<file path="config.mk">
export PLATFORM = sky130hd
export DESIGN_NAME = memory_stage_flat
export DESIGN_NICKNAME = d
export VERILOG_FILES = /design/src/rtl/memory_stage_if.sv /design/src/rtl/memory_stage.sv /design/src/flat_wrapper.sv
export SDC_FILE = /design/constraint.sdc
export NUM_CORES = 1
export LEC_CHECK = 0
export ABC_AREA = 1
export CAP_MARGIN = 5
export CORE_ASPECT_RATIO = 2
export CORE_UTILIZATION = 42
export CTS_CLUSTER_DIAMETER = 50
export DETAILED_ROUTE_END_ITERATION = 10
export PLACE_DENSITY_LB_ADDON = 0.15
export SKIP_LAST_GASP = 1
export SYNTH_ARGS = -nofsm -noshare
export SYNTH_HDL_FRONTEND = slang
export SYNTH_SLANG_ARGS = --single-unit
</file>
<file path="constraint.sdc">
create_clock -name clk -period 1.5 [get_ports clk]
set_input_delay 0.3 -clock clk [delete_from_list [all_inputs] [get_ports clk]]
set_output_delay 0.3 -clock clk [all_outputs]
set_load 0.05 [all_outputs]
</file>
<file path="src/rtl/memory_stage_if.sv">
// Bundles the execute-side, data-bus and writeback handshakes of the memory stage.
// The stage drives requests and results through the master modport. The environment uses the slave modport.
interface memory_stage_if;
  logic        ex_valid;
  logic        ex_ready;
  logic [31:0] ex_alu;
  logic [31:0] ex_sdata;
  logic [3:0]  ex_memop;
  logic [4:0]  ex_dst;
  logic        ex_regwr;

  logic        dreq_valid;
  logic        dreq_ready;
  logic [31:0] dreq_addr;
  logic [3:0]  dreq_strb;
  logic [31:0] dreq_wdata;
  logic        dresp_valid;
  logic [31:0] dresp_data;

  logic        wb_valid;
  logic        wb_ready;
  logic [31:0] wb_data;
  logic [4:0]  wb_dst;
  logic        wb_regwr;
  logic        wb_exc;

  modport master (
    input  ex_valid, ex_alu, ex_sdata, ex_memop, ex_dst, ex_regwr,
    output ex_ready,
    output dreq_valid, dreq_addr, dreq_strb, dreq_wdata,
    input  dreq_ready, dresp_valid, dresp_data,
    output wb_valid, wb_data, wb_dst, wb_regwr, wb_exc,
    input  wb_ready
  );

  modport slave (
    output ex_valid, ex_alu, ex_sdata, ex_memop, ex_dst, ex_regwr,
    input  ex_ready,
    input  dreq_valid, dreq_addr, dreq_strb, dreq_wdata,
    output dreq_ready, dresp_valid, dresp_data,
    input  wb_valid, wb_data, wb_dst, wb_regwr, wb_exc,
    output wb_ready
  );
endinterface

</file>
<file path="src/rtl/memory_stage.sv">
// Pipeline memory stage. It issues at most one data-bus access at a time and formats load data.
// Results are held in a single-entry writeback register.
module memory_stage #(
  parameter int ALIGN_CHECK = 1
) (
  input  logic           clk,
  input  logic           reset,
  memory_stage_if.master bus
);
  localparam logic [3:0] OP_LB  = 4'd1;
  localparam logic [3:0] OP_LBU = 4'd2;
  localparam logic [3:0] OP_LH  = 4'd3;
  localparam logic [3:0] OP_LHU = 4'd4;
  localparam logic [3:0] OP_LW  = 4'd5;
  localparam logic [3:0] OP_SB  = 4'd6;
  localparam logic [3:0] OP_SH  = 4'd7;
  localparam logic [3:0] OP_SW  = 4'd8;

  typedef enum logic [1:0] {IDLE = 2'd0, REQ = 2'd1, WAIT = 2'd2} state_t;

  state_t      state, state_nxt;
  logic        accept, is_mem, misaligned, launch, regwr_eff;
  logic [3:0]  strb_nxt;
  logic [31:0] wdata_nxt;
  logic [3:0]  p_op;
  logic [31:0] p_alu;
  logic [4:0]  p_dst;
  logic        p_regwr, p_store;
  logic [7:0]  rbyte;
  logic [15:0] rhalf;
  logic [31:0] load_data;
  logic        wb_load, wb_regwr_nxt, wb_exc_nxt;
  logic [31:0] wb_data_nxt;
  logic [4:0]  wb_dst_nxt;

  assign bus.ex_ready   = (state == IDLE) && (!bus.wb_valid || bus.wb_ready);
  assign accept         = bus.ex_valid && bus.ex_ready;
  assign is_mem         = bus.ex_memop inside {[OP_LB:OP_SW]};
  assign regwr_eff      = bus.ex_regwr && (bus.ex_dst != 5'd0);
  assign launch         = accept && is_mem && !misaligned;
  assign bus.dreq_valid = (state == REQ);

  // NOTE: every always_comb output gets a default first so no path can infer a latch.
  always_comb begin : decode
    misaligned = 1'b0;
    strb_nxt   = 4'b0000;
    wdata_nxt  = bus.ex_sdata;
    case (bus.ex_memop)
      OP_LH, OP_LHU: misaligned = bus.ex_alu[0];
      OP_LW:         misaligned = |bus.ex_alu[1:0];
      OP_SB: begin
        strb_nxt  = 4'b0001 << bus.ex_alu[1:0];
        wdata_nxt = {4{bus.ex_sdata[7:0]}};
      end
      OP_SH: begin
        misaligned = bus.ex_alu[0];
        strb_nxt   = 4'b0011 << bus.ex_alu[1:0];
        wdata_nxt  = {2{bus.ex_sdata[15:0]}};
      end
      OP_SW: begin
        misaligned = |bus.ex_alu[1:0];
        strb_nxt   = 4'b1111;
      end
      default: ;
    endcase
    if (ALIGN_CHECK == 0) misaligned = 1'b0;
  end

  // NOTE: sequential state uses non-blocking assignments only.
  always_ff @(posedge clk or negedge reset) begin
    if (!reset) state <= IDLE;
    else        state <= state_nxt;
  end

  // A response arriving together with the request handshake is ignored, because it is only seen in WAIT.
  always_comb begin : fsm_next
    state_nxt = state;
    unique case (state)
      IDLE:    if (launch)          state_nxt = REQ;
      REQ:     if (bus.dreq_ready)  state_nxt = WAIT;
      WAIT:    if (bus.dresp_valid) state_nxt = IDLE;
      default:                      state_nxt = IDLE;
    endcase
  end

  always_comb begin : load_format
    case (p_alu[1:0])
      2'd0:    rbyte = bus.dresp_data[7:0];
      2'd1:    rbyte = bus.dresp_data[15:8];
      2'd2:    rbyte = bus.dresp_data[23:16];
      default: rbyte = bus.dresp_data[31:24];
    endcase
    rhalf = p_alu[1] ? bus.dresp_data[31:16] : bus.dresp_data[15:0];
    case (p_op)
      OP_LB:   load_data = {{24{rbyte[7]}}, rbyte};
      OP_LBU:  load_data = {24'd0, rbyte};
      OP_LH:   load_data = {{16{rhalf[15]}}, rhalf};
      OP_LHU:  load_data = {16'd0, rhalf};
      default: load_data = bus.dresp_data;
    endcase
  end

  always_comb begin : wb_next
    wb_load      = 1'b0;
    wb_data_nxt  = bus.ex_alu;
    wb_dst_nxt   = bus.ex_dst;
    wb_regwr_nxt = regwr_eff && !misaligned;
    wb_exc_nxt   = misaligned;
    if (accept && !launch) begin
      wb_load = 1'b1;
    end else if (state == WAIT && bus.dresp_valid) begin
      wb_load      = 1'b1;
      wb_data_nxt  = p_store ? p_alu : load_data;
      wb_dst_nxt   = p_dst;
      wb_regwr_nxt = p_regwr;
      wb_exc_nxt   = 1'b0;
    end
  end

  always_ff @(posedge clk or negedge reset) begin
    if (!reset) begin
      bus.wb_valid <= 1'b0;
      bus.wb_data  <= '0;
      bus.wb_dst   <= '0;
      bus.wb_regwr <= 1'b0;
      bus.wb_exc   <= 1'b0;
    end else if (wb_load) begin
      bus.wb_valid <= 1'b1;
      bus.wb_data  <= wb_data_nxt;
      bus.wb_dst   <= wb_dst_nxt;
      bus.wb_regwr <= wb_regwr_nxt;
      bus.wb_exc   <= wb_exc_nxt;
    end else if (bus.wb_valid && bus.wb_ready) begin
      bus.wb_valid <= 1'b0;
    end
  end

  // Request fields and the pending-op context are captured once, when the access is launched.
  always_ff @(posedge clk or negedge reset) begin
    if (!reset) begin
      bus.dreq_addr  <= '0;
      bus.dreq_strb  <= '0;
      bus.dreq_wdata <= '0;
      p_op           <= '0;
      p_alu          <= '0;
      p_dst          <= '0;
      p_regwr        <= 1'b0;
      p_store        <= 1'b0;
    end else if (launch) begin
      bus.dreq_addr  <= {bus.ex_alu[31:2], 2'b00};
      bus.dreq_strb  <= strb_nxt;
      bus.dreq_wdata <= wdata_nxt;
      p_op           <= bus.ex_memop;
      p_alu          <= bus.ex_alu;
      p_dst          <= bus.ex_dst;
      p_store        <= (strb_nxt != 4'b0000);
      p_regwr        <= regwr_eff && (strb_nxt == 4'b0000);
    end
  end
endmodule

</file>
<file path="src/flat_wrapper.sv">
// flat-port wrapper written by rule: the top's interface ports become plain ports
module memory_stage_flat 
#(
  parameter int ALIGN_CHECK = 1
)
  (clk, reset, bus_ex_valid, bus_ex_alu, bus_ex_sdata, bus_ex_memop, bus_ex_dst, bus_ex_regwr, bus_ex_ready, bus_dreq_valid, bus_dreq_addr, bus_dreq_strb, bus_dreq_wdata, bus_dreq_ready, bus_dresp_valid, bus_dresp_data, bus_wb_valid, bus_wb_data, bus_wb_dst, bus_wb_regwr, bus_wb_exc, bus_wb_ready);
  memory_stage_if bus_i ();
  input  logic clk;
  input  logic reset;
  input wire logic [$bits(bus_i.ex_valid)-1:0] bus_ex_valid;
  input wire logic [$bits(bus_i.ex_alu)-1:0] bus_ex_alu;
  input wire logic [$bits(bus_i.ex_sdata)-1:0] bus_ex_sdata;
  input wire logic [$bits(bus_i.ex_memop)-1:0] bus_ex_memop;
  input wire logic [$bits(bus_i.ex_dst)-1:0] bus_ex_dst;
  input wire logic [$bits(bus_i.ex_regwr)-1:0] bus_ex_regwr;
  output wire logic [$bits(bus_i.ex_ready)-1:0] bus_ex_ready;
  output wire logic [$bits(bus_i.dreq_valid)-1:0] bus_dreq_valid;
  output wire logic [$bits(bus_i.dreq_addr)-1:0] bus_dreq_addr;
  output wire logic [$bits(bus_i.dreq_strb)-1:0] bus_dreq_strb;
  output wire logic [$bits(bus_i.dreq_wdata)-1:0] bus_dreq_wdata;
  input wire logic [$bits(bus_i.dreq_ready)-1:0] bus_dreq_ready;
  input wire logic [$bits(bus_i.dresp_valid)-1:0] bus_dresp_valid;
  input wire logic [$bits(bus_i.dresp_data)-1:0] bus_dresp_data;
  output wire logic [$bits(bus_i.wb_valid)-1:0] bus_wb_valid;
  output wire logic [$bits(bus_i.wb_data)-1:0] bus_wb_data;
  output wire logic [$bits(bus_i.wb_dst)-1:0] bus_wb_dst;
  output wire logic [$bits(bus_i.wb_regwr)-1:0] bus_wb_regwr;
  output wire logic [$bits(bus_i.wb_exc)-1:0] bus_wb_exc;
  input wire logic [$bits(bus_i.wb_ready)-1:0] bus_wb_ready;
  assign bus_i.ex_valid = bus_ex_valid;
  assign bus_i.ex_alu = bus_ex_alu;
  assign bus_i.ex_sdata = bus_ex_sdata;
  assign bus_i.ex_memop = bus_ex_memop;
  assign bus_i.ex_dst = bus_ex_dst;
  assign bus_i.ex_regwr = bus_ex_regwr;
  assign bus_ex_ready = bus_i.ex_ready;
  assign bus_dreq_valid = bus_i.dreq_valid;
  assign bus_dreq_addr = bus_i.dreq_addr;
  assign bus_dreq_strb = bus_i.dreq_strb;
  assign bus_dreq_wdata = bus_i.dreq_wdata;
  assign bus_i.dreq_ready = bus_dreq_ready;
  assign bus_i.dresp_valid = bus_dresp_valid;
  assign bus_i.dresp_data = bus_dresp_data;
  assign bus_wb_valid = bus_i.wb_valid;
  assign bus_wb_data = bus_i.wb_data;
  assign bus_wb_dst = bus_i.wb_dst;
  assign bus_wb_regwr = bus_i.wb_regwr;
  assign bus_wb_exc = bus_i.wb_exc;
  assign bus_i.wb_ready = bus_wb_ready;
  memory_stage #(.ALIGN_CHECK(ALIGN_CHECK)) u_core (.clk(clk), .reset(reset), .bus(bus_i));
endmodule
</file>
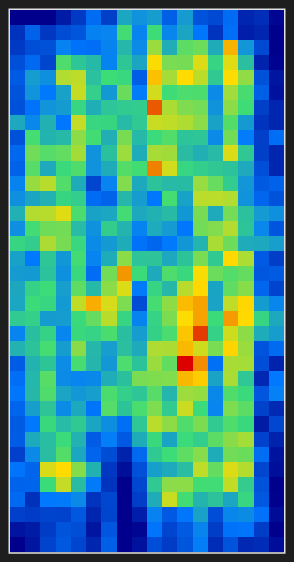
(routed metal per tile)
(3 px per um) 18 x 36 tiles, from dark blue (low) to red (high), scaled to the fullest tile. Values are wire area over tile area, all layers added.
The mean over all tiles is 0.30. 30% of the tiles are over half the peak. The fullest tile reaches 0.76. 2.6% of the tiles are nearly empty.

==> flow_metrics.rpt <==
IMPLEMENTATION SUMMARY REPORT
----------------------------------------------------
[Outcome]
  Outcome ........................ finished, violations left
  Violations in the final reports ........................ setup timing

[Synthesis]
  Post-synthesis cell area ........................ 6710 um2
  EDFF count, synth ........................ 0
  Cell taking the most area after synthesis ........................ sky130_fd_sc_hd__dfrtp_1
  Flip-flop and latch count after synthesis ........................ 121

[Final layout]
  Number of diodes added for antenna fixing ........................ 2
  Flop share of the area ........................ 24.1%
  Number of sequential cells in the layout ........................ 121

[Detailed routing]
  Total Wirelength ........................ 28,700 um
  Drt drc ........................ 0
  Final routed wire length divided by cell count ........................ 19.9 um

[Final timing]
  Final worst-path setup slack ........................ -0.238 ns
  Layout Skew ........................ 0.0115 ns
  Final tally of setup violations ........................ 122
  Setup TNS after final layout ........................ -16.40 ns

[Floorplanning]
  Floorplan utilization ........................ 42.7%

[Setup path]
  Critical-path cell list ........................ inv_2 -> nor2_2 -> nor3_4 -> and2_4 -> nand4_4 -> buf_12 -> clkbuf_16 -> nand2_1 -> o21ai_1
  Capturing element type of the critical path ........................ register
  Type of the setup path with the least slack ........................ register to register
  Critical Path Start ........................ u_core.bus.wb_valid
  Delay contributed by the slowest stage of the critical path ........................ 0.43 ns

[Global route]
  Via count of the first global-routing pass ........................ 7,910

[Min path]
  Worst min-delay path category ........................ input pin to asynchronous set/reset pin

[Clocking]
  Clk sinks ........................ 121
  Post-CTS clock slew at the launch and capture registers of the worst setup and hold paths ........................ 0.07 ns

----------------------------------------------------
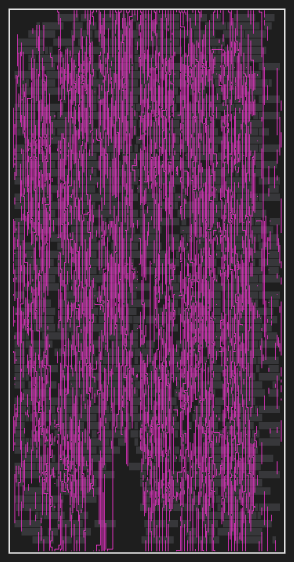
(the metal 2 layer)
(3 px per um) Cells faint in the background.
1,175 nets have wire on it. The layer carries 15,900 um of wire. The layer holds 55% of the routed length. The longest straight run is 85.5 um. The wires run mostly vertical.

## layer usage
layer	wire (um)	up-vias	global-route usage (%)
li1	-	3585	-
met1	8580	3748	30.5
met2	15900	450	60.5
met3	1880	148	7.20
met4	2330	0	28.4
met5	0	-	0
## flip-flops by register name, indices dropped and copies added (netlist names)
signal	count
u_core.bus.dreq_wdata	32
u_core.bus.wb_data	32
u_core.p_alu	32
u_core.bus.wb_dst	5
u_core.p_dst	5
u_core.bus.dreq_strb	4
u_core.p_op	4
u_core.state	2
u_core.bus.wb_exc	1
u_core.bus.wb_regwr	1
u_core.bus.wb_valid	1
u_core.p_regwr	1
u_core.p_store	1
## placed cells by master (no fill, tap or decap), types with 4 or more instances in the layout
cell	count
sky130_fd_sc_hd__a21oi_1	39
sky130_fd_sc_hd__buf_12	130
sky130_fd_sc_hd__buf_16	5
sky130_fd_sc_hd__buf_4	75
sky130_fd_sc_hd__buf_6	16
sky130_fd_sc_hd__buf_8	4
sky130_fd_sc_hd__clkbuf_16	25
sky130_fd_sc_hd__clkdlybuf4s50_1	106
sky130_fd_sc_hd__dfrtp_1	118
sky130_fd_sc_hd__dlygate4sd2_1	4
sky130_fd_sc_hd__inv_1	60
sky130_fd_sc_hd__inv_2	9
sky130_fd_sc_hd__inv_6	4
sky130_fd_sc_hd__nand2_1	280
sky130_fd_sc_hd__nand2_2	48
sky130_fd_sc_hd__nand2_4	12
sky130_fd_sc_hd__nand3_1	83
sky130_fd_sc_hd__nand3_2	46
sky130_fd_sc_hd__nand3_4	8
sky130_fd_sc_hd__nand4_1	7
sky130_fd_sc_hd__nor2_1	13
sky130_fd_sc_hd__nor2_2	7
sky130_fd_sc_hd__nor2_4	4
sky130_fd_sc_hd__o21ai_0	75
sky130_fd_sc_hd__o21ai_1	26
## worst reg2reg max path, cell delays in order (launching register included)
cell and delay [ns]:
sky130_fd_sc_hd__dfrtp_2 0.43, sky130_fd_sc_hd__inv_2 0.06, sky130_fd_sc_hd__nor2_2 0.04, sky130_fd_sc_hd__nor3_4 0.15, sky130_fd_sc_hd__and2_4 0.24, sky130_fd_sc_hd__nand4_4 0.17, sky130_fd_sc_hd__buf_12 0.20, sky130_fd_sc_hd__clkbuf_16 0.16
sky130_fd_sc_hd__nand2_1 0.09, sky130_fd_sc_hd__o21ai_1 0.08
## per-stage QoR
step                      hold WS [ns]  std cells  cell area [um2]
after floorplan                0.00441        940             6760
after global placement           0.268       1376            10700
after detailed placement         0.269       1376            10700
after CTS                        0.372       1425            11900
after global routing             0.377       1440            12600
final                            0.351       1440            12600
## cell families (layout without fill, tap and decap cells)
logic type / Yosys count / after routing / share of synthesized area [%]
compound gates: 146 / 146 / 11.0
buf+inv: 156 / 453 / 11.3
flops: 121 / 121 / 45.1
other cells: 1 / 4 / 0.0559
simple gates: 515 / 515 / 32.5
## power by group
part,internal (mW),switching [mW]
logic,8.56,10.1
clock network,2.49,1.73
registers,4.78,1.91
total,15.8,13.7
## repair_timing
action | CTS | global route
pin swaps | 25 | 30
gates resized | 106 | 136
endpoints found under the setup margin | 121 | 122
cloned | 5 | 10
endpoints found under the hold margin | 25 | 0
buffers inserted | 12 | 6
hold buffers | 1 | 0
No activity file was given, so power comes from the tool's default toggle rates.
